<file path="config.mk">
export PLATFORM = sky130hd
export DESIGN_NAME = multicycle_control_fsm
export DESIGN_NICKNAME = d
export VERILOG_FILES = /design/src/rtl/multicycle_control_fsm.sv
export SDC_FILE = /design/constraint.sdc
export NUM_CORES = 1
export LEC_CHECK = 0
export CAP_MARGIN = 20
export CORE_ASPECT_RATIO = 1.2
export CORE_MARGIN = 2
export CORE_UTILIZATION = 45
export DETAILED_ROUTE_END_ITERATION = 12
export PLACE_DENSITY = 0.78
export SLEW_MARGIN = 20
export SYNTH_ARGS = -nofsm -noshare
export SYNTH_HDL_FRONTEND = slang
export SYNTH_SLANG_ARGS = --single-unit
</file>
<file path="constraint.sdc">
create_clock -name clk -period 3.6 [get_ports clk]
set_input_delay 0.54 -clock clk [delete_from_list [all_inputs] [get_ports clk]]
set_output_delay 0.54 -clock clk [all_outputs]
set_load 0.05 [all_outputs]
</file>
<file path="src/rtl/multicycle_control_fsm.sv">
// ============================================================================
// Module      : multicycle_control_fsm
// Description : Multicycle control sequencer (FETCH/DECODE/EXECUTE/MEM/WB) with
//               memory handshake stalls, illegal-opcode trap and retire counter.
// Revision    : 1.0 - initial release
// ============================================================================
`default_nettype none

module multicycle_control_fsm #(
    parameter int CNT_W        = 32,
    parameter int EN_ADDI      = 1,
    parameter int EN_BNE       = 1,
    parameter int TRAP_ILLEGAL = 1
) (
    input  logic             clk,
    input  logic             reset,
    input  logic [5:0]       opcode,
    input  logic             zero,
    input  logic             mem_ready,
    output logic             mem_req,
    output logic             mem_we,
    output logic             i_or_d,
    output logic             ir_write,
    output logic             pc_write,
    output logic             pc_write_cond,
    output logic             reg_dst,
    output logic             reg_write,
    output logic             mem_to_reg,
    output logic             ext_op,
    output logic             alu_src_a,
    output logic [1:0]       alu_src_b,
    output logic [1:0]       alu_op,
    output logic [1:0]       pc_source,
    output logic             trap,
    output logic [3:0]       state,
    output logic [CNT_W-1:0] retired
);

    localparam logic [5:0] c_OP_RTYPE = 6'b000000;
    localparam logic [5:0] c_OP_J     = 6'b000010;
    localparam logic [5:0] c_OP_BEQ   = 6'b000100;
    localparam logic [5:0] c_OP_BNE   = 6'b000101;
    localparam logic [5:0] c_OP_ADDI  = 6'b001000;
    localparam logic [5:0] c_OP_LW    = 6'b100011;
    localparam logic [5:0] c_OP_SW    = 6'b101011;

    typedef enum logic [3:0] {
        S_FETCH     = 4'd0,
        S_DECODE    = 4'd1,
        S_MEM_ADDR  = 4'd2,
        S_MEM_RD    = 4'd3,
        S_MEM_WB    = 4'd4,
        S_MEM_WR    = 4'd5,
        S_R_EXEC    = 4'd6,
        S_R_WB      = 4'd7,
        S_BRANCH    = 4'd8,
        S_JUMP      = 4'd9,
        S_ADDI_EXEC = 4'd10,
        S_ADDI_WB   = 4'd11,
        S_TRAP      = 4'd12
    } state_t;

    state_t           r_state;
    state_t           w_next;
    state_t           w_illegal_next;
    logic             r_is_bne;
    logic             w_retire;
    logic [CNT_W-1:0] r_retired;

    // Branch flavour is captured in DECODE because opcode is ignored in BRANCH.
    always_ff @(posedge clk or posedge reset) begin
        if (reset) begin
            r_state   <= S_FETCH;
            r_retired <= '0;
            r_is_bne  <= 1'b0;
        end else begin
            r_state <= w_next;
            if (w_retire) begin
                r_retired <= r_retired + CNT_W'(1);
            end
            if (r_state == S_DECODE) begin
                r_is_bne <= (opcode == c_OP_BNE);
            end
        end
    end

    always_comb begin
        mem_req        = 1'b0;
        mem_we         = 1'b0;
        i_or_d         = 1'b0;
        ir_write       = 1'b0;
        pc_write       = 1'b0;
        pc_write_cond  = 1'b0;
        reg_dst        = 1'b0;
        reg_write      = 1'b0;
        mem_to_reg     = 1'b0;
        ext_op         = 1'b0;
        alu_src_a      = 1'b0;
        alu_src_b      = 2'b00;
        alu_op         = 2'b00;
        pc_source      = 2'b00;
        trap           = 1'b0;
        w_retire       = 1'b0;
        w_next         = r_state;
        w_illegal_next = S_FETCH;
        if (TRAP_ILLEGAL != 0) begin
            w_illegal_next = S_TRAP;
        end

        case (r_state)
            S_FETCH: begin
                mem_req   = 1'b1;
                alu_src_b = 2'b01;
                ir_write  = mem_ready;
                pc_write  = mem_ready;
                if (mem_ready) begin
                    w_next = S_DECODE;
                end
            end
            S_DECODE: begin
                alu_src_b = 2'b11;
                ext_op    = 1'b1;
                w_next    = w_illegal_next;
                case (opcode)
                    c_OP_LW, c_OP_SW: w_next = S_MEM_ADDR;
                    c_OP_RTYPE:       w_next = S_R_EXEC;
                    c_OP_BEQ:         w_next = S_BRANCH;
                    c_OP_J:           w_next = S_JUMP;
                    c_OP_BNE: begin
                        if (EN_BNE != 0) begin
                            w_next = S_BRANCH;
                        end
                    end
                    c_OP_ADDI: begin
                        if (EN_ADDI != 0) begin
                            w_next = S_ADDI_EXEC;
                        end
                    end
                    default: w_next = w_illegal_next;
                endcase
            end
            S_MEM_ADDR: begin
                alu_src_a = 1'b1;
                alu_src_b = 2'b10;
                ext_op    = 1'b1;
                if (opcode == c_OP_LW) begin
                    w_next = S_MEM_RD;
                end else begin
                    w_next = S_MEM_WR;
                end
            end
            S_MEM_RD: begin
                mem_req = 1'b1;
                i_or_d  = 1'b1;
                if (mem_ready) begin
                    w_next = S_MEM_WB;
                end
            end
            S_MEM_WB: begin
                reg_write  = 1'b1;
                mem_to_reg = 1'b1;
                w_retire   = 1'b1;
                w_next     = S_FETCH;
            end
            S_MEM_WR: begin
                mem_req = 1'b1;
                mem_we  = 1'b1;
                i_or_d  = 1'b1;
                if (mem_ready) begin
                    w_retire = 1'b1;
                    w_next   = S_FETCH;
                end
            end
            S_R_EXEC: begin
                alu_src_a = 1'b1;
                alu_op    = 2'b10;
                w_next    = S_R_WB;
            end
            S_R_WB: begin
                reg_write = 1'b1;
                reg_dst   = 1'b1;
                w_retire  = 1'b1;
                w_next    = S_FETCH;
            end
            S_BRANCH: begin
                alu_src_a     = 1'b1;
                alu_op        = 2'b01;
                pc_source     = 2'b01;
                pc_write_cond = r_is_bne ? ~zero : zero;
                w_retire      = 1'b1;
                w_next        = S_FETCH;
            end
            S_JUMP: begin
                pc_write  = 1'b1;
                pc_source = 2'b10;
                w_retire  = 1'b1;
                w_next    = S_FETCH;
            end
            S_ADDI_EXEC: begin
                alu_src_a = 1'b1;
                alu_src_b = 2'b10;
                ext_op    = 1'b1;
                w_next    = S_ADDI_WB;
            end
            S_ADDI_WB: begin
                reg_write = 1'b1;
                w_retire  = 1'b1;
                w_next    = S_FETCH;
            end
            S_TRAP: begin
                trap   = 1'b1;
                w_next = S_TRAP;
            end
            default: w_next = S_FETCH;
        endcase
    end

    assign state   = r_state;
    assign retired = r_retired;

endmodule

`default_nettype wire

</file>
### M1 wires, run 1

Bar = 20 um. Supply wires on this layer in grey.
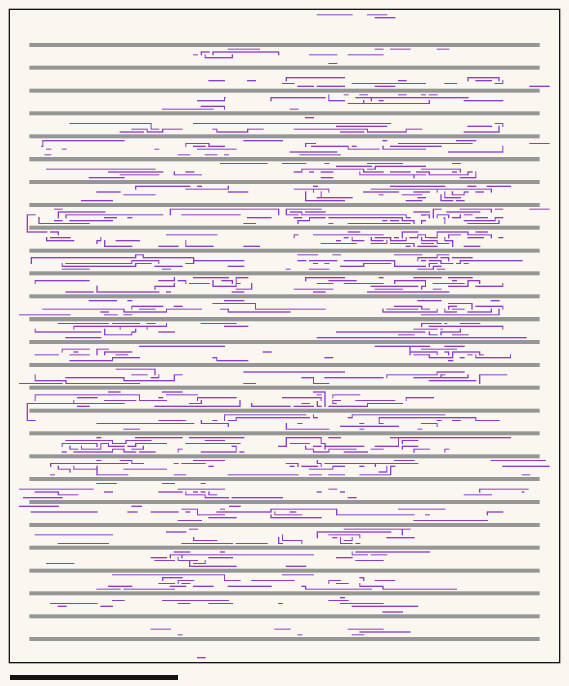
- nets with wire on the layer: 252
- longest straight run: 24.8 um
- main direction: horizontal
- share of all routed wire: 46%
final WL: 4691 um
GR Util met1: 25.80%
Vias: 1,793

### Metal 2, run 1

Cells faint in the background.
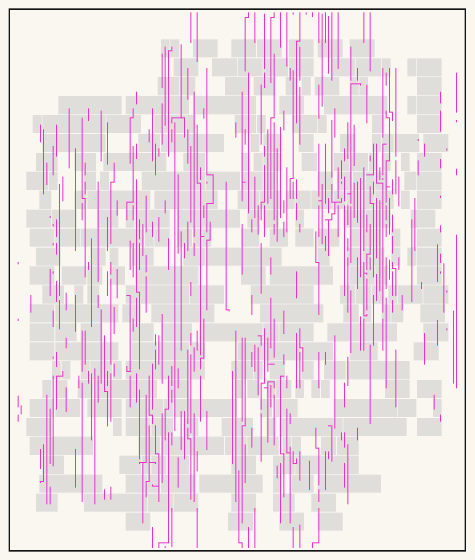
- wire length on this layer: 2,300 um
- main direction: vertical
- nets with wire on the layer: 251
- longest straight run: 44.2 um
met2 Use GR: 32.86%

==> deck_impl_summary.md, run 1 <==
Run Summary

Status
  • Status: finished, final reports clean

Yosys
  • Number of enable flip-flop cells: 0
  • Count leader, synth: dfrtp_1
  • Main flop type: dfrtp_1
  • Post-Syn Area: 2031 um^2
  • XOR Share, Synth: 14.23%
  • Mux contribution to synthesized area: 0%
  • Mapped Nets: 230
  • Post-Synthesis Cells: 219

Final timing
  • Final cycle utilization of the critical path: 85.65%
  • Minimum clock period: a little over 3 ns
  • Slew headroom: 59.40%
  • Max Clock Skew: 0.003581 ns
  • Final Hold Fails: 0
  • Final setup TNS: 0 ns

Global routing
  • Total congestion overflow: 0
  • Largest net degree at the start of global routing: 38
  • Total track usage: a little under 20%
  • Initial antenna violation count: 0

Finish
  • Comb area share: 37.08%
  • FF/Latch Area: just over 900 um^2
  • Top cells excl fill/tap: clkdlybuf4s50_1, dfrtp_1, nor2_1
  • Final Cell Area: between 2000 and 3000 um^2

Setup path
  • Crit path cell chain: inv_1, or4_1, o21ai_0, clkdlybuf4s50_1
  • Worst flop-to-flop path endpoint: retired[29]$_DFFE_PP0P_
  • CP endpoint: reg_write
  • Crit. End Element: output port
  • Reg2Reg Launch Point: state[3]$_DFFE_PP0P_
  • CP Data Required Time: approximately 3.1 ns
  • Max incr delay on CP: 0.82 ns
  • Crit path DAT: roughly 2.5 ns

Floorplan
  • Die x size: roughly 65 um
  • Num rows: 26
  • Die H: between 70 and 80 um

Placed design
  • Gpl congestion: 0.8145
  • Hpwl dp: 3412 um
  • Placed Cells: 332

Detailed routing
  • Post-route ant nets: 0
  • Initial drt markers: around 110
  • Met2 WL: around 2300 um

Power and ir drop
  • Switching part of the total: between 40% and 50%
  • Pwr top: combinational logic
  • Seq pwr share: between 20% and 30%
  • Leakage Power: 1.232 nW

Run
  • Number of OpenROAD warnings: 26

CTS
  • Latency at later pin: 0.29 ns
### The metal 3 layer, run 1

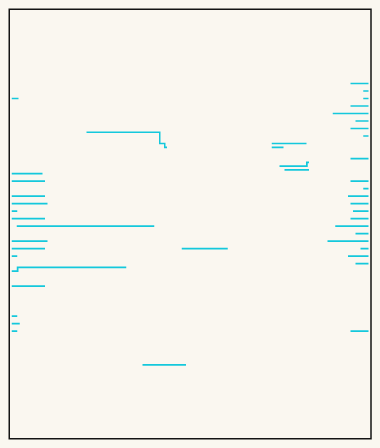
- wire length on this layer: 210 um
- main direction: horizontal
- longest straight run: 24.6 um
- nets with wire on the layer: 42
GR met3 Demand/Resource: 3.478%

## Run 2: what changed since run 1
--- a/config.mk
+++ b/config.mk
@@ -11,7 +11,7 @@
 export CORE_UTILIZATION = 45
 export DETAILED_ROUTE_END_ITERATION = 12
 export PLACE_DENSITY = 0.78
-export SLEW_MARGIN = 20
+export SLEW_MARGIN = 40
 export SYNTH_ARGS = -nofsm -noshare
 export SYNTH_HDL_FRONTEND = slang
 export SYNTH_SLANG_ARGS = --single-unit
### Placed cells, one colour a class, run 2

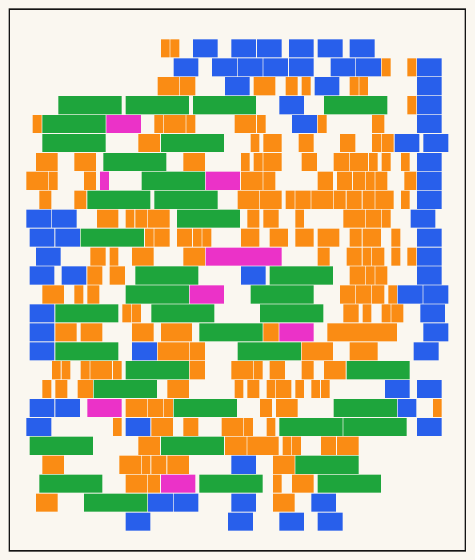
- orange: all other logic (cells 175; share of their area 39%)
- green: flops (cells 37; share of their area 34%)
- blue: other buffers and delay cells (cells 64; share of their area 23%)
- magenta: clock drivers and dummy loads (cells 8; share of their area 4.2%)
Final Cell Area: 2824 um^2
fin util: 65.76%
num rows: 26

==> deck_impl_summary.md, run 2 <==
Run Summary

Worst hold path
  • Min-delay worst type: register to register

Yosys
  • Main flop type: dfrtp_1
  • Mapped Nets: 230
  • Mux contribution to synthesized area: 0%
  • Post-Syn Area: 2031 um^2
  • Number of enable flip-flop cells: 0
  • Yosys aoi share: 9.735%
  • Post-Synthesis Cells: roughly 220
  • Synth logic family: simple AND/OR/NAND/NOR gates
  • Count leader, synth: dfrtp_1
  • Yosys simple share: around 27%

Placed design
  • Placed Cells: 332
  • Gpl congestion: around 0.81
  • Buffers on Ports: between 60 and 70
  • Hpwl dp: between 3000 and 4000 um

Power and ir drop
  • Leakage Power: roughly 1.2 nW
  • Seq pwr share: approximately 29%
  • VDD IR max: between 0.2 and 0.3 mV
  • Total power draw: roughly 2 mW
  • Switching part of the total: between 40 and 50%
  • Pwr top: combinational logic

Final timing
  • RSZ-0062 raised after global routing: false
  • Final cycle utilization of the critical path: 85.65%
  • Final Hold Fails: 0
  • Final setup TNS: 0 ns
  • Slew headroom: about three fifths
  • Max Clock Skew: roughly 0.0036 ns
  • Minimum clock period: 3.083 ns

Setup path
  • Crit path DAT: roughly 2.5 ns
  • Max incr delay on CP: 0.82 ns
  • CP endpoint: reg_write
  • Crit path kind: register to output port
  • Crit path cell chain: inv_1, or4_1, o21ai_0, clkdlybuf4s50_1
  • Crit. End Element: output port
  • CP Data Required Time: approximately 3.1 ns
  • Reg2Reg Launch Point: state[3]$_DFFE_PP0P_
  • Worst flop-to-flop path endpoint: retired[29]$_DFFE_PP0P_

Global routing
  • GR met3 Demand/Resource: 3.478%
  • Met2 Use GR: around a third
  • GR Util met1: roughly a quarter
  • Largest net degree at the start of global routing: 38
  • Total congestion overflow: 0
  • Initial antenna violation count: 0
  • Total track usage: approximately a fifth

Detailed routing
  • Vias: 1,793
  • Post-route ant nets: 0
  • Initial drt markers: around 110
  • Met2 WL: approximately 2300 um
  • Final WL: 4691 um

Floorplan
  • Die H: 77.59 um
  • Die x size: 65.33 um

Finish
  • Inverters: 7
  • Comb area share: 37.08%
  • FF/Latch Area: approximately 930 um^2
  • Top cells excl fill/tap: clkdlybuf4s50_1, dfrtp_1, nor2_1
  • Seq/total area: between 30% and 40%

Status
  • Status: finished, final reports clean

CTS
  • Latency at later pin: between 0.2 and 0.3 ns

Run
  • Number of OpenROAD warnings: 26
### Metal 2, run 2

Cells faint in the background.
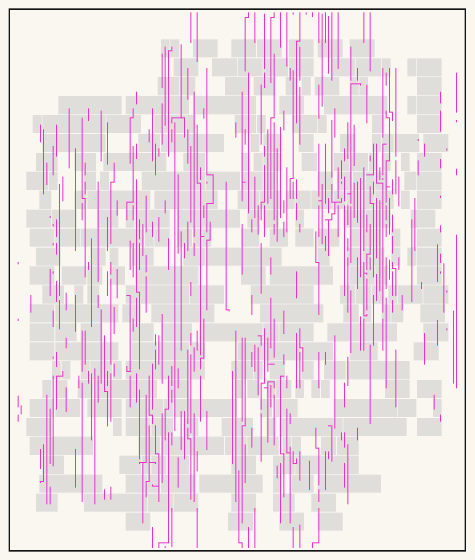

## Run 3: what changed since run 2
--- a/config.mk
+++ b/config.mk
@@ -8,9 +8,9 @@
 export CAP_MARGIN = 20
 export CORE_ASPECT_RATIO = 1.2
 export CORE_MARGIN = 2
-export CORE_UTILIZATION = 45
+export CORE_UTILIZATION = 50
 export DETAILED_ROUTE_END_ITERATION = 12
-export PLACE_DENSITY = 0.78
+export PLACE_DENSITY = 0.85
 export SLEW_MARGIN = 40
 export SYNTH_ARGS = -nofsm -noshare
 export SYNTH_HDL_FRONTEND = slang
### Metal 2, run 3

Cells faint in the background.
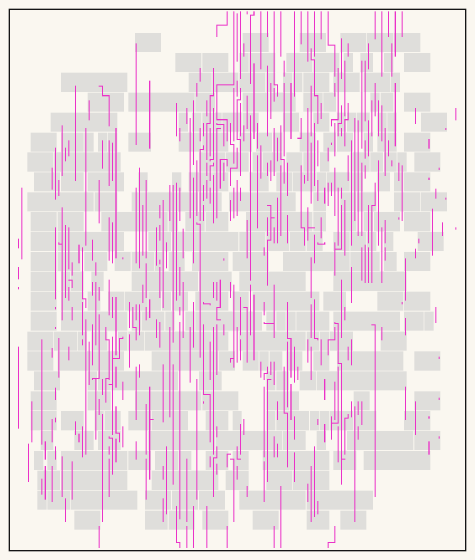
- nets with wire on the layer: 255
- main direction: vertical
- share of all routed wire: 48%
- longest straight run: 26.9 um
- wire length on this layer: 2,160 um
final WL: 4502 um
Vias: 1,827
met2 Use GR: 33.57%

==> deck_impl_summary.md, run 3 <==
Run Summary

Global routing
  • GR Util met1: between 20% and 30%
  • Total track usage: between 20 and 25%
  • Total congestion overflow: 0
  • Initial antenna violation count: 0
  • GR met3 Demand/Resource: 4.441%
  • Largest net degree at the start of global routing: 38

Floorplan
  • Die x size: roughly 62 um
  • Num rows: 25
  • Die H: between 70 and 80 um

Final timing
  • Final Hold Fails: 0
  • Final setup TNS: 0 ns
  • Minimum clock period: 3.038 ns
  • Slew headroom: approximately three fifths
  • Slew @ Worst Pin: approximately 0.6 ns
  • Setup violators final: 0
  • Final cycle utilization of the critical path: between 80% and 90%
  • Max Clock Skew: 0.008317 ns
  • RSZ-0062 raised after global routing: false

Power and ir drop
  • Seq pwr share: 29.6%
  • VDD IR max: 0.3006 mV
  • Switching part of the total: around 48%
  • Leakage Power: roughly 1.2 nW
  • Pwr top: combinational logic
  • Total power draw: roughly 1.9 mW

Worst hold path
  • Min-delay worst type: register to register

Detailed routing
  • Post-route ant nets: 0
  • Initial drt markers: approximately 96
  • Met2 WL: around 2200 um

Setup path
  • Crit path cell chain: nor2b_1, a21oi_1, nor2_1, clkdlybuf4s50_1
  • CP Data Required Time: 3.06 ns
  • Reg2Reg Launch Point: state[3]$_DFFE_PP0P_
  • Max incr delay on CP: about 0.80 ns
  • Crit path DAT: between 2 and 3 ns
  • Crit path kind: register to output port
  • Crit. End Element: output port
  • Worst flop-to-flop path endpoint: retired[29]$_DFFE_PP0P_
  • CP endpoint: ext_op

Placed design
  • Hpwl dp: approximately 3300 um
  • Gpl congestion: roughly 0.9
  • Buffers on Ports: 63

Yosys
  • Synth logic family: simple AND/OR/NAND/NOR gates
  • Number of enable flip-flop cells: 0
  • XOR Share, Synth: between 10% and 20%
  • Yosys simple share: 26.99%
  • Count leader, synth: dfrtp_1
  • Mux contribution to synthesized area: 0%
  • Post-Synthesis Cells: around 220
  • Post-Syn Area: slightly above 2000 um^2
  • Yosys aoi share: a little under 10%
  • Main flop type: dfrtp_1

Finish
  • Fin util: a little under three quarters
  • FF/Latch Area: roughly 930 um^2
  • Top cells excl fill/tap: clkdlybuf4s50_1, dfrtp_1, nor2_1
  • Final Cell Area: 2810 um^2
  • Inverters: 7
  • Seq/total area: between 30% and 40%
  • Clock network area share: roughly 3.7%

Status
  • Status: finished, final reports clean

CTS
  • Post-CTS resize count: 0
  • Latency at later pin: around 0.29 ns
Power is estimated from default activity; no workload was simulated.
